## src/rtl/async_fifo_wr_arb.sv

```systemverilog
// Round-robin arbiter sharing the single async_fifo write port among NUM_REQ valid/ready requesters.
// Optional packet lock (ASYNC_FIFO_ARB_PKT_LOCK_EN): the grant is held until a word with req_last is taken.
module async_fifo_wr_arb #(
    parameter int NUM_REQ    = 4,
    parameter int DATA_WIDTH = 8,
    parameter int ID_W       = $clog2(NUM_REQ)
) (
    input  logic                          wr_clk,
    input  logic                          wr_rst_n,
    input  logic [NUM_REQ-1:0]            req_valid,
    input  logic [NUM_REQ*DATA_WIDTH-1:0] req_data,
    input  logic [NUM_REQ-1:0]            req_last,
    output logic [NUM_REQ-1:0]            req_ready,
    output logic [DATA_WIDTH-1:0]         wr_data,
    output logic                          wr_en,
    input  logic                          full,
    input  logic                          overflow,
    input  logic                          clr_err,
    output logic [ID_W-1:0]               grant_id,
    output logic                          busy,
    output logic                          err_ovf
);

    // Handshake: a requester word moves when req_valid[i] & req_ready[i] are both high at a
    // rising wr_clk edge; that same condition is wr_en to the FIFO. A requester holds valid and
    // data stable until it sees ready.

    typedef enum logic {IDLE = 1'b0, GRANT = 1'b1} state_t;

    state_t                  state_q, state_d;
    logic [ID_W-1:0]         grant_q, grant_d;
    logic [ID_W-1:0]         last_q, last_d;
    logic                    err_ovf_q, err_ovf_d;
    logic                    xfer;
    logic [DATA_WIDTH-1:0]   sel_data;

`ifdef ASYNC_FIFO_ARB_PKT_LOCK_EN
    logic                    lock_q, lock_d;
`else
    logic                    unused_req_last;
    assign unused_req_last = ^req_last;
`endif

    // First valid index after base, wrapping; base itself is the last candidate.
    function automatic logic [ID_W-1:0] rr_pick(input logic [NUM_REQ-1:0] vld,
                                                input logic [ID_W-1:0]    base);
        logic [ID_W-1:0] pick;
        logic [ID_W-1:0] idx;
        logic            found;
        pick  = '0;
        found = 1'b0;
        for (int i = 1; i <= NUM_REQ; i++) begin
            idx = ID_W'((int'(base) + i) % NUM_REQ);
            if (!found && vld[idx]) begin
                pick  = idx;
                found = 1'b1;
            end
        end
        return pick;
    endfunction

    always_comb begin
        sel_data = '0;
        for (int i = 0; i < NUM_REQ; i++) begin
            if (grant_q == ID_W'(i)) begin
                sel_data = req_data[i*DATA_WIDTH +: DATA_WIDTH];
            end
        end
    end

    always_comb begin
        state_d   = state_q;
        grant_d   = grant_q;
        last_d    = last_q;
        req_ready = '0;
        wr_en     = 1'b0;
        wr_data   = '0;
        xfer      = 1'b0;
`ifdef ASYNC_FIFO_ARB_PKT_LOCK_EN
        lock_d    = lock_q;
`endif
        case (state_q)
            IDLE: begin
`ifdef ASYNC_FIFO_ARB_PKT_LOCK_EN
                lock_d = 1'b0;
`endif
                if (|req_valid) begin
                    grant_d = rr_pick(req_valid, last_q);
                    state_d = GRANT;
                end
            end
            GRANT: begin
                req_ready[grant_q] = ~full;
                wr_en              = req_valid[grant_q] & ~full;
                wr_data            = sel_data;
                xfer               = wr_en;
                if (xfer) begin
                    last_d = grant_q;
`ifdef ASYNC_FIFO_ARB_PKT_LOCK_EN
                    lock_d = ~req_last[grant_q];
                    if (req_last[grant_q]) begin
                        grant_d = rr_pick(req_valid, grant_q);
                    end
`else
                    // Searching from grant_q+1 visits grant_q last, so it only wins when alone.
                    grant_d = rr_pick(req_valid, grant_q);
`endif
                end else if (!req_valid[grant_q]) begin
`ifdef ASYNC_FIFO_ARB_PKT_LOCK_EN
                    if (!lock_q) begin
                        state_d = IDLE;
                    end
`else
                    state_d = IDLE;
`endif
                end
            end
            default: state_d = IDLE;
        endcase
    end

    // Overflow set dominates a simultaneous clear.
    always_comb begin
        err_ovf_d = err_ovf_q;
        if (overflow) begin
            err_ovf_d = 1'b1;
        end else if (clr_err) begin
            err_ovf_d = 1'b0;
        end
    end

    always_ff @(posedge wr_clk or negedge wr_rst_n) begin
        if (!wr_rst_n) begin
            state_q   <= IDLE;
            grant_q   <= '0;
            last_q    <= ID_W'(NUM_REQ - 1);
            err_ovf_q <= 1'b0;
`ifdef ASYNC_FIFO_ARB_PKT_LOCK_EN
            lock_q    <= 1'b0;
`endif
        end else begin
            state_q   <= state_d;
            grant_q   <= grant_d;
            last_q    <= last_d;
            err_ovf_q <= err_ovf_d;
`ifdef ASYNC_FIFO_ARB_PKT_LOCK_EN
            lock_q    <= lock_d;
`endif
        end
    end

    assign grant_id = grant_q;
    assign busy     = (state_q == GRANT);
    assign err_ovf  = err_ovf_q;

endmodule

```

## config.mk

```make
export PLATFORM = sky130hd
export DESIGN_NAME = async_fifo_wr_arb
export DESIGN_NICKNAME = d
export VERILOG_FILES = /design/src/rtl/async_fifo_wr_arb.sv
export SDC_FILE = /design/constraint.sdc
export NUM_CORES = 1
export LEC_CHECK = 0
export CORE_ASPECT_RATIO = 1.1
export CORE_MARGIN = 3
export CORE_UTILIZATION = 39
export DETAILED_ROUTE_END_ITERATION = 8
export PLACE_DENSITY = 0.84
export SLEW_MARGIN = 5
export SYNTH_ARGS = -nofsm -noshare
export SYNTH_HDL_FRONTEND = slang
export SYNTH_SLANG_ARGS = --single-unit
```

## constraint.sdc

```tcl
create_clock -name wr_clk -period 5.4 [get_ports wr_clk]
set_input_delay 1.62 -clock wr_clk [delete_from_list [all_inputs] [get_ports wr_clk]]
set_output_delay 1.62 -clock wr_clk [all_outputs]
set_load 0.02 [all_outputs]
```

### Wiring by layer

Scale bar: 20 um.
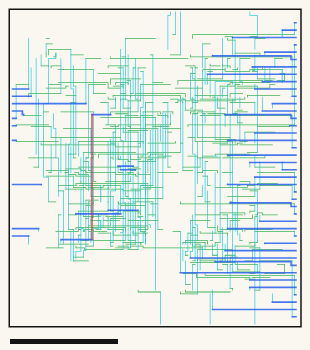
Key: red = metal 4 [wire length 23.1 um]; cyan = metal 2 [wire length 1450 um]; blue = metal 3 [wire length 379 um]; green = metal 1 [wire length 1270 um]
GRT Util Overall: 19.53%
Routed WL: 3114 um
per-cell routed wire length: 15.04 um
routed vias: 1145

### Track usage over the die

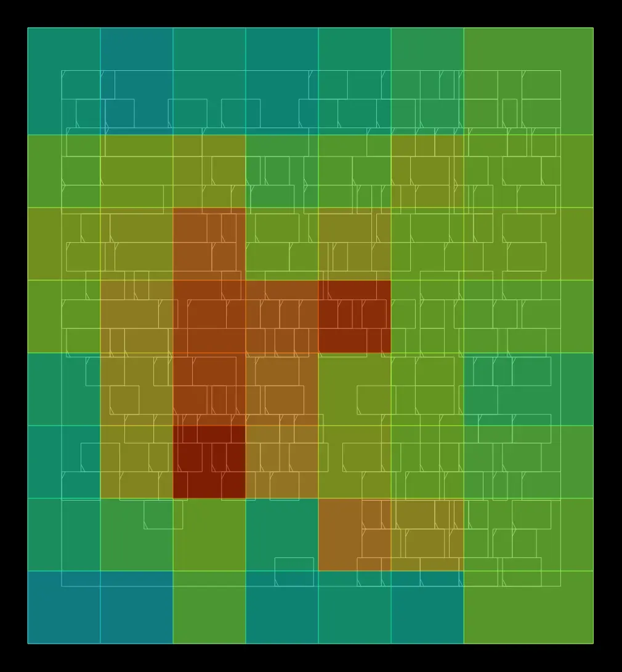
GRT met3 Usage: 6.076%
met2 Use GR: 32.87%
Most Crowded Layer GR: met2
met1 usage: 22.97%

### Nets reached from selected ports

Scale bar: 20 um.
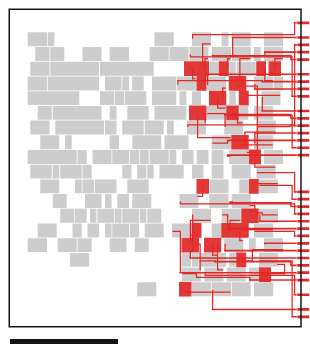
Key: red = `req_data` [bits 32, direction input, edge right, end cells 24, buffers 32, wire 699 um]

==> results_dict.tcl <==
# yosys + openroad results
set metrics [dict create \
    outcome "complete, no violations" \
    yosys.area_share.aoi_pct 30.90 \
    finalCritPeriodShare_pct 91.42 \
    wl_met2_um 1445 \
    fin_area_um2 1563 \
    seqPwrFrac_pct 15.6 \
    grt.overflow.total 0 \
    final_util_pct 67.37 \
    critical_path_buf_inv_count 2 \
    cp_slowest_stage_delay_ns 0.64 \
    rr_endpoint "grant_id[0]$_DFFE_PN0P_" \
    cts_resized 0 \
    power_clock_mw 0.0441 \
    rr_startpoint "grant_id[0]$_DFFE_PN0P_" \
    grt_pass1_wl_um 4733 \
    fp_util_pct 42.07 \
    yosysWarnings 0 \
    placementRows 18 \
    tns_ns 0 \
    logic_family "AND-OR/OR-AND gates" \
    drc_errors 0 \
    netSwitchingPower_mw 0.3872 \
    antenna_found_initial 0 \
    topRoutingLayerUsed "met4" \
    grt_pass1_vias 1089 \
    worst-setup-path-type "in2out" \
    area_growth_pct 60.13 \
    hold_violations 0 \
    rsz0062_at_grt "no" \
    tightest_slew_ns 0.5678 \
    hold_start "err_ovf$_DFFE_PN0P_" \
    crit_chain "clkdlybuf4s50_1, mux2_2, o2bb2ai_4, clkdlybuf4s50_1" \
    core_area_um2 2320 \
    cpMostUsedCell "clkdlybuf4s50_1" \
    clock_skew_ns 0.005670 \
    synth_seq_share_pct 15.64 \
    netSwitchingFraction_pct 48.83 \
    pwr-share-clk_pct 5.6 \
    insertion_delay_ns 0.24 \
    edf_count 0 \
    clockBufferDepth 2 \
    ir_drop_uv 444.7 \
    ys_chip_area_um2 975.9 \
    dp_hpwl_um 2457 \
    maxSlewViolCount 0 \
    leakage_nw 0.6148 \
    ys_sh_mux_pct 13.33 \
    seq_cell_power_mw 0.124 \
    netlist_instances 125 \
    fillCellCount 202 \
    die_h_um 58.47 \
    power.internal_mw 0.4057 \
    critPathArrivalTime_ns 3.32 \
    endpoint_kind "primary output" \
    die_w_um 53.70 \
    max_freq_ghz 0.2026 \
    ff2ff_setup_slack_ns 3.22 \
    postCtsSetupBuffers 0 \
    worstHoldEndpoint "err_ovf$_DFFE_PN0P_" \
    syn_area_per_cell_um2 7.807 \
    drive_above_1_share_pct 10.17 \
    holdPathStages 1 \
    cts.reportedPaths.clkPinSlew_ns 0.05 \
    finalPower_mw 0.7929 \
    viasPerCell 5.531 \
    syn-cell-area_um2 975.9 \
    flop_cell "dfrtp_1" \
    period_minus_slack_ns 4.937 \
    cp.depth 4 \
    powerComb_mw 0.625 \
    maxCapViolCount 0 \
    drt_iter0_drc 17 \
    htreeDepth 1 \
    yosys.area_share.xor_xnor_pct 0 \
    wl_met1_um 1266 \
    yosys.area_share.simple_pct 25.51 \
    ys_ff 6 \
    clock-root-buffer "clkbuf_4" \
    path_delay_family "buffers and inverters" \
    cp.required_ns 3.78 \
    numCtsBuffers 3 \
    async_flop_share_pct 100.0 \
    warnings 33 \
    cp-endpoint "wr_en" \
    maxPowerGroup "combinational logic" \
    critPathMaxFanout 9 \
    antenna_cells 0 \
    reg2regPathDepth 6 \
    ant_nets 0 \
    io_pins 62 \
    place_area_um2 1536 \
    synthAdderAreaFrac_pct 5.128 \
    lay_top_cells "clkdlybuf4s50_1 (57), nor2_1 (13), a21oi_1 (11)" \
    cp-start-kind "primary input" \
    nets 227 \
    post-place-ws_ns 0.4682 \
    postCtsHoldBufs 0 \
    finalSetupViolCount 0 \
]
cell type report:
type	count	area, um^2	area share [%]
Multi-Input combinational cell	100	730.7	46.76
Timing Repair Buffer	59	585.6	37.47
Clock buffer	4	26.28	1.681
Tap cell	30	37.54	2.402
Sequential cell	6	152.6	9.768
Inverter	8	30.03	1.922
cell usage after synthesis, drive strengths merged (2+ instances only):
master / n / area, um^2
inv: 8 / 30.03
dfrtp: 4 / 100.1
and2: 4 / 25.02
nor2: 13 / 48.80
a221oi: 9 / 78.83
or2: 2 / 12.52
clkbuf: 7 / 27.52
a21oi: 11 / 55.05
o21ai: 5 / 25.02
buf: 4 / 35.03
dfstp: 2 / 52.55
ha: 4 / 50.05
mux2: 5 / 60.05
mux2i: 7 / 70.07
a2111oi: 2 / 17.52
nor3: 10 / 50.05
nor2b: 9 / 56.30
Power is estimated from default activity; no workload was simulated.
